==> config.mk <==
export PLATFORM = sky130hd
export DESIGN_NAME = fdc1771_seek_ctrl
export DESIGN_NICKNAME = d
export VERILOG_FILES = /design/src/rtl/fdc1771_seek_ctrl.sv
export SDC_FILE = /design/constraint.sdc
export NUM_CORES = 1
export LEC_CHECK = 0
export CAP_MARGIN = 20
export CORE_UTILIZATION = 35
export DETAILED_ROUTE_END_ITERATION = 10
export SLEW_MARGIN = 25
export SYNTH_ARGS = -nofsm -noshare
export SYNTH_HDL_FRONTEND = slang
export SYNTH_SLANG_ARGS = --single-unit
export TNS_END_PERCENT = 1
==> constraint.sdc <==
create_clock -name clk -period 4 [get_ports clk]
set_input_delay 0.8 -clock clk [delete_from_list [all_inputs] [get_ports clk]]
set_output_delay 0.8 -clock clk [all_outputs]
set_load 0.05 [all_outputs]
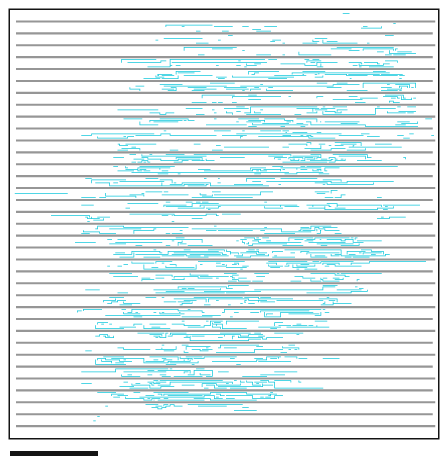
**Above:** run 1 (metal 1).
Bar = 20 µm. Supply wires on this layer in grey.
The longest straight run is 35.9 µm. The layer holds 51% of the routed length.
Via Count: 2,614
Global Route met1 Usage: 0.2340
final wirelength: 7210 µm

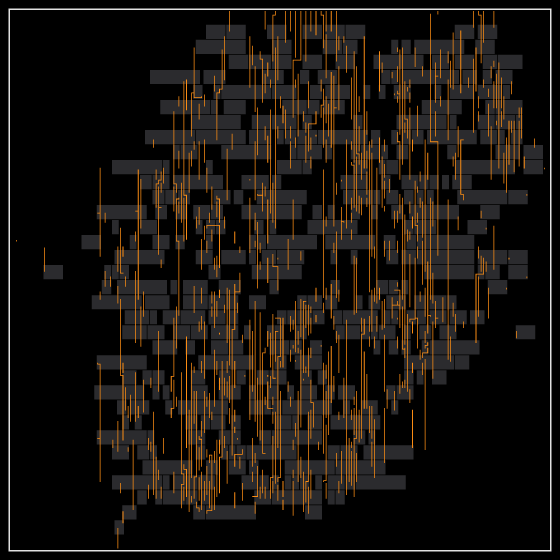
**Above:** run 1 (metal 2).
The layer holds 45% of the routed length. The layer carries 3,240 µm of wire. The wires run mostly vertical.
M2 GR Usage: 0.2433

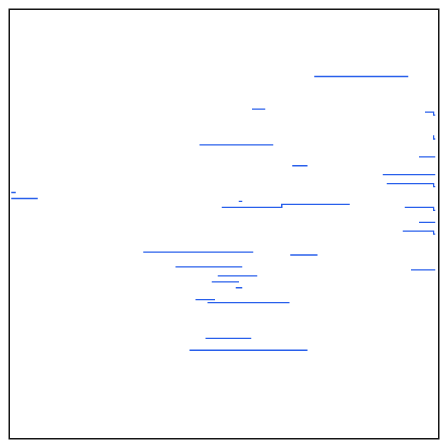
**Above:** run 1 (the metal 3 layer).
23 nets have wire on it. The wires run mostly horizontal. The longest straight run is 26.7 µm. The layer holds 3.5% of the routed length.
met3 Resource Use GR: 0.01861

==> reports/qor_table.md, run 1 <==
| Quantity | This run |
| --- | --- |
| Longest individual stage delay on the worst path | 0.45 ns |
| Max-capacitance violation count | 0 |
| Instance count along the most critical hold path | 1 |
| Post-route DRC | 10 |
| Hold Violations, Final | 0 |
| Number of logged tool warnings | 32 |
| Violated checks | DRC |
| Post-detail-place hpwl | 5311 µm |
| Final setup violation count | 0 |
| Highest achievable clock rate | 0.3802 GHz |
| Leading cell types by total area after synthesis | dfrtp_1, ha_1, nand2_1 |
| Flop and latch count out of synthesis | 49 |
| Peak VDD IR | 0.1697 mV |
| Pin slew with the least headroom to its limit | 0.7902 ns |
| Die X-Extent | 97.82 µm |
| Chip Height | 97.82 µm |
| Deepest level of the CTS H-tree | 2 |
| Global-route wire length before repair | 12,250 µm |
| Top cell area share | 0.3816 |
| Post-DRT Antenna Nets | 0 |
| Mux share | 0.03427 |
| Top post-synthesis cells by count | dfrtp_1, nand2_1, nor2_1, o21ai_0 |
| Number of nets in the synthesized netlist | 397 |
| Yosys simple share | 0.2516 |
| Routed via count divided by cell count | 5.324 |
| Adder-cell share of the synthesized area | 0.08022 |
| Max FFs per register | 17 |
| Port Buf Inserts | 30 |
| Synthesis warning total | 0 |
| Num CTS Buffers | 5 |
| Placement Rows | 34 |
| Start-to-end type of the worst setup path | register to register |
| Count of cell types in the netlist | 56 |
| Pin count of the biggest net entering global routing | 50 |
| Synth Area per Inst | 9.000 µm² |
| Yosys chip area | 3213 µm² |
| RSZ-0062 raised after global routing | no |
| Endpoint type of the worst setup path | register |
| Antenna diode instance count | 0 |
| Library cell with the largest summed area after synthesis | dfrtp_1 |
| Arr. time, crit path | 2.83 ns |
| Proportion of layout cells with a drive suffix above 1 | 0.08616 |
| Nature of the critical path startpoint | register |
| Drt pass-1 iters | 8 |
| Result of the run | finished with violations |
| Flip-flop cell with the highest count after synthesis | dfrtp_1 |
| Area share of xor/xnor cells in the synthesized design | 0.05724 |
| CTS tree | built |
| Reg-to-reg setup timing slack | 1.37 ns |
| Via count of the first global-routing pass | 2,491 |
==> run 1: layer usage <==
| layer | global-route usage | wire length (µm) | share of wire | up-vias |
|---|---|---|---|---|
| met5 | 0 | 0 | 0 | - |
| met4 | 0.04079 | 32 | 0.0044 | 0 |
| met3 | 0.01861 | 255 | 0.035 | 4 |
| met2 | 0.2433 | 3238 | 0.45 | 42 |
| met1 | 0.2340 | 3684 | 0.51 | 1250 |
| li1 | - | - | - | 1318 |
==> run 1: worst max-delay path, delay by kind of cell (launching register included) <==
family	cells	cell delay [ns]
AND/OR/NAND/NOR	3	0.90
flip-flops	1	0.45
multiplexers	1	0.29
AND-OR/OR-AND	2	0.63
adder cells (fa/ha/maj)	1	0.25
==> run 1: report_power, final <==
group	internal, mW	switching [mW]
Clock	0.187	0.180
Combinational	0.374	0.509
Sequential	0.585	0.119
Total	1.15	0.808
==> run 1: through the flow <==
stage / setup slack [ns] / cell area [µm²] / hold WS, ns / instances / power [mW]
after global placement: 1.108 / 3592 / 0.4901 / 483 / 1.585
after detailed placement: 1.081 / 3592 / 0.5024 / 483 / 1.595
final: 1.370 / 3707 / 0.5204 / 491 / 1.954
after floorplan: 1.592 / 3213 / 0.4673 / 357 / 1.364
after CTS: 1.371 / 3707 / 0.5255 / 491 / 1.964
after global routing: 1.227 / 3707 / 0.5510 / 491 / 2.105
==> run 1: area by class of cell <==
cell class | instances | area (µm²)
multi-input combinational | 277 | 1849
clock inverter | 3 | 46.29
clock buffer | 5 | 68.82
sequential | 49 | 1226
tap | 108 | 135.1
inverter | 15 | 56.30
timing repair buffer | 34 | 325.3
fill | 871 | 5099
==> run 1: cell usage in the layout, fill, tap and decap left out, types with 4 or more instances in the layout <==
cell,count
dfrtp_1,49
nand2_1,35
nor2_1,31
xor2_1,14
a21o_1,5
mux2_2,8
nor3_1,15
clkdlybuf4s50_1,29
nand3_1,19
a22o_1,7
ha_1,19
xnor2_1,7
o21ai_0,22
and3_1,6
clkbuf_8,5
nand4_1,10
buf_4,4
nor4_1,7
inv_1,15
nor2b_1,10
a21oi_1,13
and2_1,4
nand2b_1,4
==> run 1: cells by family after synthesis <==
logic type               Yosys count
AND/OR/NAND/NOR                  157
AND-OR/OR-AND                     69
flip-flops                        49
buffers and inverters             31
XOR/XNOR                          21
adder cells (fa/ha/maj)           20
multiplexers                      10
==> run 2: changes to the inputs <==
- clock period: 4 -> 2.45 ns (I/O delays scaled with it)
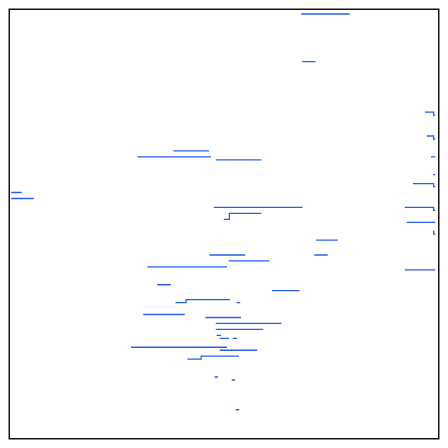
**Above:** run 2 (the metal 3 layer).
The longest straight run is 21.6 µm. 32 nets have wire on it.
Via Count: 2,806
final wirelength: 7841 µm
met3 Resource Use GR: 0.02362

==> reports/qor_table.md, run 2 <==
| Quantity | This run |
| --- | --- |
| Port Buf Inserts | 30 |
| Arr. time, crit path | 2.56 ns |
| Routed via count divided by cell count | 5.386 |
| Max FFs per register | 17 |
| Violated checks | DRC |
| Deepest level of the CTS H-tree | 2 |
| Post-route insts no fill | 521 |
| Top cell area share | 0.3816 |
| Flip-flop cell with the highest count after synthesis | dfrtp_1 |
| Placement Rows | 34 |
| Highest achievable clock rate | 0.4250 GHz |
| Leading cell types by total area after synthesis | dfrtp_1, ha_1, nand2_1 |
| Start-to-end type of the worst setup path | register to register |
| Final setup margin | 0.09680 ns |
| Fillers | 840 |
| Pin slew with the least headroom to its limit | 0.5356 ns |
| Final setup violation count | 0 |
| Synth Area per Inst | 9.000 µm² |
| Max-capacitance violation count | 0 |
| CTS tree | built |
| Yosys chip area | 3213 µm² |
| Result of the run | finished with violations |
| Top post-synthesis cells by count | dfrtp_1, nand2_1, nor2_1, o21ai_0 |
| Library cell with the largest summed area after synthesis | dfrtp_1 |
| Endpoint type of the worst setup path | register |
| Post-route DRC | 10 |
| Longest individual stage delay on the worst path | 0.42 ns |
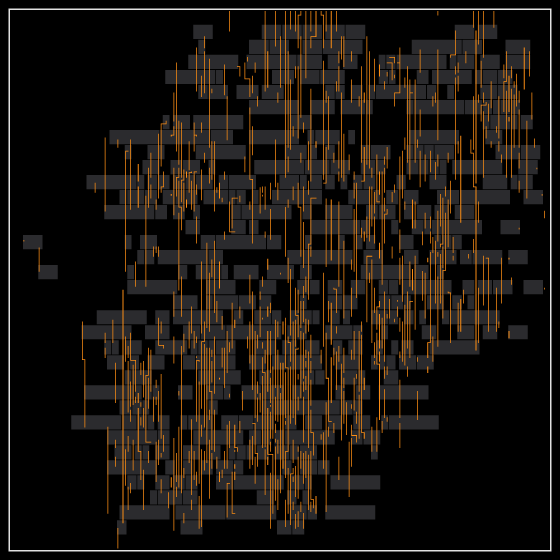
**Above:** run 2 (metal 2).
371 nets have wire on it. The longest straight run is 42.2 µm. The layer holds 45% of the routed length. The wires run mostly vertical.
M2 GR Usage: 0.2722

-- run 2: cell counts after synthesis --
Identical to the previous run, type by type.
-- run 2: cell families (layout without fill, tap and decap cells) --
group / count (synthesis) / in the layout / share of synthesized area
xor gates and xnor gates: 21 / 21 / 0.05724
DFF: 49 / 49 / 0.3816
muxes: 10 / 10 / 0.03427
buffers and inverters: 31 / 86 / 0.04478
AOI/OAI and AO/OA: 69 / 70 / 0.1503
and+or+nand+nor: 157 / 157 / 0.2516
adders and majority gates: 20 / 20 / 0.08022
-- run 2: worst max-delay path, delay by kind of cell (launching register included) --
| family | cells | cell delay [ns] |
|---|---|---|
| buffers and inverters | 3 | 0.34 |
| DFF | 1 | 0.37 |
| xor gates and xnor gates | 1 | 0.13 |
| adders and majority gates | 1 | 0.20 |
| and+or+nand+nor | 2 | 0.36 |
| AOI/OAI and AO/OA | 3 | 0.84 |
-- run 2: metal layers --
metal  vias to the layer above  share of wire  track usage
met2                        62           0.45       0.2722
li1                       1381              -            -
met1                      1352           0.50       0.2405
met4                         0          0.014      0.04545
met5                         -              0            0
met3                        11          0.034      0.02362
-- run 2: final cells by class --
cell class / count / area, µm² / share of cell area
multi-input combinational: 278 / 1882 / 0.4778
timing repair buffer: 63 / 543.0 / 0.1379
inverter: 15 / 56.30 / 0.01429
clock buffer: 6 / 82.58 / 0.02097
clock inverter: 2 / 13.76 / 0.003494
sequential: 49 / 1226 / 0.3113
tap: 108 / 135.1 / 0.03431
-- run 2: repair_timing --
action                                  4_1_cts  5_1_grt
gates cloned                                  0        1
resized                                       1        8
pin swaps                                     0        3
endpoints found under the setup margin        1       10
-- run 2: report_power, final --
part / total, mW / switching, mW / internal [mW]
Sequential: 1.11 / 0.150 / 0.955
Combinational: 1.71 / 0.949 / 0.758
Clock: 0.516 / 0.286 / 0.230
-- run 2: through the flow --
step	instance area (µm²)	hold WS [ns]	power (mW)
floorplan	3213	0.1944	2.227
CTS	3909	0.1409	3.307
finish	3939	0.1218	3.328
detailed placement	3810	0.4807	2.780
global route	3939	0.1493	3.570
global placement	3810	0.4715	2.730
Power figures rest on the tool's default switching activity, not on a simulated workload.
